layer_met1.png
Scale bar: 20 um. Cells faint in the background.
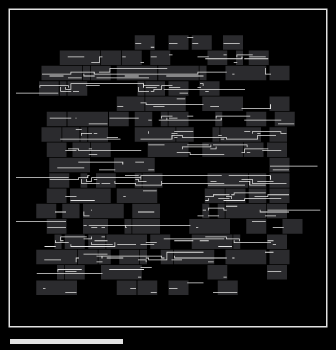
layer_met2.png
Cells faint in the background.
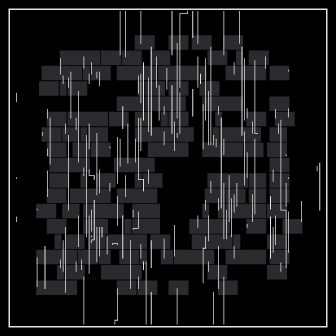
layer_met3.png
Scale bar: 20 um. Cells faint in the background.
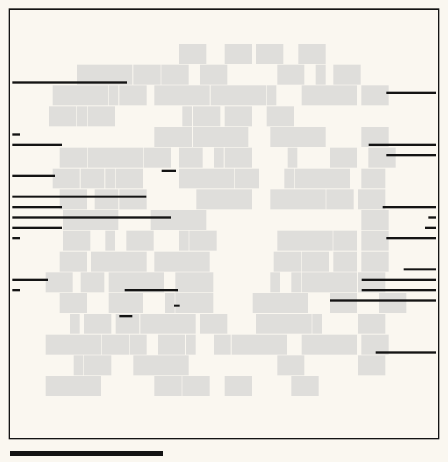
==> config.mk <==
export PLATFORM = sky130hd
export DESIGN_NAME = addsub8_reg_flat
export DESIGN_NICKNAME = d
export VERILOG_FILES = /design/src/rtl/addsub8_reg_pkg.sv /design/src/rtl/addsub8_reg_if.sv /design/src/rtl/addsub8_reg_full_adder.sv /design/src/rtl/addsub8_reg_inv8.sv /design/src/rtl/addsub8_reg.sv /design/src/flat_wrapper.sv
export SDC_FILE = /design/constraint.sdc
export NUM_CORES = 1
export LEC_CHECK = 0
export CORE_MARGIN = 4
export CORE_UTILIZATION = 40
export CTS_BUF_LIST = sky130_fd_sc_hd__clkbuf_8
export DETAILED_ROUTE_END_ITERATION = 16
export PLACE_DENSITY_LB_ADDON = 0.08
export SYNTH_ARGS = -nofsm -noshare
export SYNTH_HDL_FRONTEND = slang
export SYNTH_HIERARCHICAL = 1
export SYNTH_SLANG_ARGS = --single-unit
==> constraint.sdc <==
create_clock -name clk -period 8.03 [get_ports clk]
set_input_delay 1.2045 -clock clk [delete_from_list [all_inputs] [get_ports clk]]
set_output_delay 1.2045 -clock clk [all_outputs]
set_load 0.005 [all_outputs]
==> src/rtl/addsub8_reg_pkg.sv <==
// rtl/addsub8_reg_pkg.sv - shared constants for the addsub8_reg datapath slice
//
// Purpose: width and mode encodings used by the adder/subtractor, its
//          sub-modules, its bus interface and its testbench.
// Ports:   none (package).
package addsub8_reg_pkg;

  localparam int WIDTH = 8;

  // Mode select on m: add passes b through, subtract inverts b and injects carry-in.
  localparam logic MODE_ADD = 1'b0;
  localparam logic MODE_SUB = 1'b1;

endpackage

==> src/rtl/addsub8_reg_if.sv <==
// rtl/addsub8_reg_if.sv - operand/result bundle for addsub8_reg
//
// Purpose: groups the operation request (in_valid, a, b, m) and the
//          registered result (s, ovf, cout, e, out_valid) of addsub8_reg.
// Modports:
//   master - issues operations, observes results (testbench / parent ALU)
//   slave  - the addsub8_reg datapath
interface addsub8_reg_if;
  import addsub8_reg_pkg::*;

  logic             in_valid;
  logic [WIDTH-1:0] a;
  logic [WIDTH-1:0] b;
  logic             m;

  logic [WIDTH-1:0] s;
  logic             ovf;
  logic             cout;
  logic [WIDTH-1:0] e;
  logic             out_valid;

  modport master (
    output in_valid, a, b, m,
    input  s, ovf, cout, e, out_valid
  );

  modport slave (
    input  in_valid, a, b, m,
    output s, ovf, cout, e, out_valid
  );

endinterface

==> src/rtl/addsub8_reg_full_adder.sv <==
// rtl/addsub8_reg_full_adder.sv - one-bit full adder cell of the ripple chain
//
// Purpose: sum and majority carry for one bit position.
// Ports:
//   a    in  1  operand A bit
//   b    in  1  conditioned operand B bit
//   cin  in  1  carry in
//   s    out 1  sum bit
//   cout out 1  carry out
module full_adder (
  input  logic a,
  input  logic b,
  input  logic cin,
  output logic s,
  output logic cout
);

  assign s    = a ^ b ^ cin;
  assign cout = (a & b) | (a & cin) | (b & cin);

endmodule

==> src/rtl/addsub8_reg_inv8.sv <==
// rtl/addsub8_reg_inv8.sv - conditional 8-bit operand inverter
//
// Purpose: e = b ^ {8{m}}; passes b for add, ones-complements it for subtract.
// Ports:
//   b  in  8  operand B
//   m  in  1  mode (0 add, 1 subtract)
//   e  out 8  conditioned operand
module inv8
  import addsub8_reg_pkg::*;
(
  input  logic [WIDTH-1:0] b,
  input  logic             m,
  output logic [WIDTH-1:0] e
);

  assign e = b ^ {WIDTH{m}};

endmodule

==> src/rtl/addsub8_reg.sv <==
// rtl/addsub8_reg.sv - registered 8-bit two's-complement adder/subtractor
//
// Purpose: s = a + b (m = 0) or a - b (m = 1), mod 256, with signed overflow
//          and carry-out; all results registered with one cycle of latency.
// Ports:
//   clk  in  1  system clock, rising edge
//   rst  in  1  synchronous active-high reset
//   bus  slave modport of addsub8_reg_if:
//        in_valid/a/b/m in, s/ovf/cout/e/out_valid out (all registered)
module addsub8_reg
  import addsub8_reg_pkg::*;
(
  input  logic          clk,
  input  logic          rst,
  addsub8_reg_if.slave  bus
);

  logic [WIDTH-1:0] e_comb;
  logic [WIDTH-1:0] s_comb;
  logic [WIDTH:0]   c;
  logic             ovf_comb;
  logic             cout_comb;

  logic [WIDTH-1:0] s_q;
  logic             ovf_q;
  logic             cout_q;
  logic [WIDTH-1:0] e_q;
  logic             out_valid_q;

  inv8 u_inv8 (
    .b (bus.b),
    .m (bus.m),
    .e (e_comb)
  );

  // Subtract is a + ~b + 1: the +1 enters as carry-in to bit 0.
  assign c[0] = bus.m;

  for (genvar i = 0; i < WIDTH; i++) begin : g_ripple
    full_adder u_fa (
      .a    (bus.a[i]),
      .b    (e_comb[i]),
      .cin  (c[i]),
      .s    (s_comb[i]),
      .cout (c[i+1])
    );
  end

  // Signed overflow occurs exactly when carry into and out of the sign bit differ.
  assign ovf_comb  = c[WIDTH-1] ^ c[WIDTH];
  assign cout_comb = c[WIDTH];

  always_ff @(posedge clk) begin
    if (rst) begin
      s_q         <= '0;
      ovf_q       <= 1'b0;
      cout_q      <= 1'b0;
      e_q         <= '0;
      out_valid_q <= 1'b0;
    end else begin
      out_valid_q <= bus.in_valid;
      if (bus.in_valid) begin
        s_q    <= s_comb;
        ovf_q  <= ovf_comb;
        cout_q <= cout_comb;
        e_q    <= e_comb;
      end
    end
  end

  assign bus.s         = s_q;
  assign bus.ovf       = ovf_q;
  assign bus.cout      = cout_q;
  assign bus.e         = e_q;
  assign bus.out_valid = out_valid_q;

endmodule

==> src/flat_wrapper.sv <==
// flat-port wrapper written by rule: the top's interface ports become plain ports
module addsub8_reg_flat import addsub8_reg_pkg::*;
  (clk, rst, bus_in_valid, bus_a, bus_b, bus_m, bus_s, bus_ovf, bus_cout, bus_e, bus_out_valid);
  addsub8_reg_if bus_i ();
  input  logic clk;
  input  logic rst;
  input wire logic [$bits(bus_i.in_valid)-1:0] bus_in_valid;
  input wire logic [$bits(bus_i.a)-1:0] bus_a;
  input wire logic [$bits(bus_i.b)-1:0] bus_b;
  input wire logic [$bits(bus_i.m)-1:0] bus_m;
  output wire logic [$bits(bus_i.s)-1:0] bus_s;
  output wire logic [$bits(bus_i.ovf)-1:0] bus_ovf;
  output wire logic [$bits(bus_i.cout)-1:0] bus_cout;
  output wire logic [$bits(bus_i.e)-1:0] bus_e;
  output wire logic [$bits(bus_i.out_valid)-1:0] bus_out_valid;
  assign bus_i.in_valid = bus_in_valid;
  assign bus_i.a = bus_a;
  assign bus_i.b = bus_b;
  assign bus_i.m = bus_m;
  assign bus_s = bus_i.s;
  assign bus_ovf = bus_i.ovf;
  assign bus_cout = bus_i.cout;
  assign bus_e = bus_i.e;
  assign bus_out_valid = bus_i.out_valid;
  addsub8_reg u_core (.clk(clk), .rst(rst), .bus(bus_i));
endmodule
==> flow_metrics.tcl <==
# collected from the flow reports
set metrics [dict create \
    status "complete, no violations" \
    cell_area_after_synthesis_um2 925 \
    power_density_nw_per_um2 180 \
    number_of_antenna_repair_diodes 0 \
    ys_area_um2 925 \
    finish.instance_area_um2 1340 \
    warning_count 26 \
    ys_cells 78 \
    clock_h_tree_levels 1 \
    grt_setup_unrepaired "false" \
    drc_errors 0 \
    critPathKind "input pin to flop" \
    timing.critical_path.from_type "input pin" \
    clock.fmax_ghz 0.178 \
    router_iterations_before_antenna_repair 4 \
    worst_r2r_path_depth 2 \
    syn_inst 78 \
    cts.clk_slew.worst_paths_ps 70 \
    drt_iter0_markers 6 \
    worst_hold_path.num_cells 2 \
    holdCritPathClass "flop to flop" \
    layout_min_cycle_time_ps 5630 \
    fp-utilization_pct 41.8 \
    core.rowCount 17 \
    final_max_slew_viol_count 0 \
    floorplan.nets 106 \
    core_region_area_um2 2210 \
    via_count 656 \
    grt-ovfl-total 0 \
    post_drt_wl_per_cell_um 12.5 \
    ctsLongestPathBuffers 2 \
    dieHeight_um 56.1 \
    timing.final.hold_violations 0 \
    critPathArrivalTime_ps 5710 \
    gp_congestion 0.722 \
    inserted_clock_buffers 3 \
    post-route-util_pct 60.5 \
    synth_flop_count 19 \
    floorplan.die_area_um2 3140 \
    ys_warn_count 6 \
    post_cts.resized_instances 0 \
    synth.largest_area_cell "dfxtp_1" \
    cts_tree "yes" \
    synth_cell_types 12 \
    num-nets-final 144 \
    synthToLayoutAreaGrowth_pct 44.8 \
    die-width_um 56.1 \
    nFillCells 204 \
    grt_antenna_before_repair 0 \
    route.detailed.vias_per_inst 4.59 \
    timing.final.crit_share_pct 70.1 \
    grt_max_degree 21 \
    placed_area_um2 1290 \
    postSynthAreaPerCell_um2 11.9 \
    setup_viol_count_final 0 \
    final_layout_top_logic_cell "clkdlybuf4s50_1" \
    power.static_leakage_nw 0.558 \
    timing.max_slew.rel_slack_pct 24.2 \
    ir_worst_vdd_v 0.000139 \
    first_global_vias 642 \
    synth_top_area_share_pct 41.1 \
    post_cts.repair.setup_buffers 0 \
    ctsRootBufferMaster "clkbuf_8" \
    wl_um 1790 \
    finalClockSkew_ps 0 \
    insertion_delay_to_the_later_sink_of_the_worst_skew_pair_ps 250 \
    postSynthSeqShare_pct 41.1 \
    setup_total_negative_slack_ps 0 \
    grt_use_total_pct 12.3 \
    ios 39 \
    drtAntennaViolNets 0 \
    detailedPlacementHpwl_um 1380 \
    cap_viol_max_count 0 \
    final_cell_mix "38 x clkdlybuf4s50_1, 19 x dfxtp_1, 17 x mux2i_1, 17 x nor2_1" \
    clock-sinks 19 \
    place.port_buffers 38 \
    worstPathRequired_ps 8120 \
    largest_cells_by_area_after_synthesis "dfxtp_1 41%, mux2i_1 18%, fa_1 17%" \
    setup.worst_path.end_class "flop" \
    global_route_wire_length_before_repair_um 2970 \
    worstPathMaxFanout 9 \
    actual_transition_at_the_worst_max_transition_pin_ps 1130 \
    cts_hold_buffers 0 \
    post_route_cells_drive_above_1_share_pct 4.35 \
]
-- layer_met1.png (at the start) --
share of all routed wire: 42%
wire length on this layer: 752 um
longest straight run: 18.4 um

-- layer_met2.png (at the start) --
main direction: vertical
wire length on this layer: 819 um

-- layer_met3.png (at the start) --
longest straight run: 20.5 um
wire length on this layer: 172 um
share of all routed wire: 9.6%
nets with wire on the layer: 25
main direction: horizontal

-- kinds of logic after synthesis --
logic type      after synthesis  synth area share, %
simple gates                 19                 8.26
flops                        19                 41.1
mux                          17                 18.4
xor+xnor                      9                 8.53
fa+ha+maj                     8                 17.3
buf+inv                       5                 5.01
compound gates                1                 1.35
-- power by group --
part | total [W] | internal, W | switching (W) | leakage (nW)
clock | 0.0000622 | 0.0000339 | 0.0000283 | 0.0269
combinational | 0.0000704 | 0.0000426 | 0.0000278 | 0.374
sequential | 0.000109 | 0.000104 | 0.00000467 | 0.157
total | 0.000242 | 0.000181 | 0.0000608 | 0.558
-- per-stage QoR --
stage	worst slack (ps)	std cells	total power, W	hold slack, ps
after detailed placement	2130	139	0.000183	483
after CTS	2380	143	0.000247	501
after floorplan	2990	78	0.000147	485
after global routing	2200	143	0.000258	529
final	2400	143	0.000242	492
after global placement	2220	139	0.000182	475
-- registers in the layout, indices dropped and copies added, names as in the netlist --
signal and cells:
u_core/bus.e 8, u_core/bus.s 8, u_core/bus.cout 1, u_core/bus.out_valid 1, u_core/bus.ovf 1
-- cell usage after synthesis (all sizes together) --
cell	n
a211oi	1
buf	5
dfxtp	19
fa	8
mux2i	17
nor2	18
nor2b	1
xnor2	1
xor2	8
-- cell type report --
class	instances	area [um2]	share of cell area, %
multi-input combinational	54	498	37.2
sequential	19	380	28.4
timing repair buffer	38	380	28.4
clock buffer	3	41.3	3.08
tap	28	35.0	2.62
clock inverter	1	3.75	0.280
-- layer usage --
metal / routed length, um / vias up / GRT usage, %
li1: - / 323 / -
met2: 818 / 27 / 19.0
met4: 44 / 0 / 7.12
met3: 172 / 4 / 5.10
met5: 0 / - / 0
met1: 752 / 302 / 14.3
-- worst paths after layout --
kind / start / slack (ps) / to
worst max register to register: u_core/bus.ovf / 7350 / u_core/bus.ovf
worst min register to register: u_core/bus.e[4] / 490 / u_core/bus.e[4]
worst max-delay path: bus_m / 2400 / u_core/bus.ovf
worst min-delay path: u_core/bus.e[4] / 490 / u_core/bus.e[4]
-- critical path: stages --
cell             delay, ps
clkdlybuf4s50_1        780
xor2_1                 190
fa_1                   430
fa_1                   400
fa_1                   400
fa_1                   390
fa_1                   390
fa_1                   390
fa_1                   440
fa_1                   420
xnor2_1                200
a211oi_2                80
Power figures rest on the tool's default switching activity, not on a simulated workload.
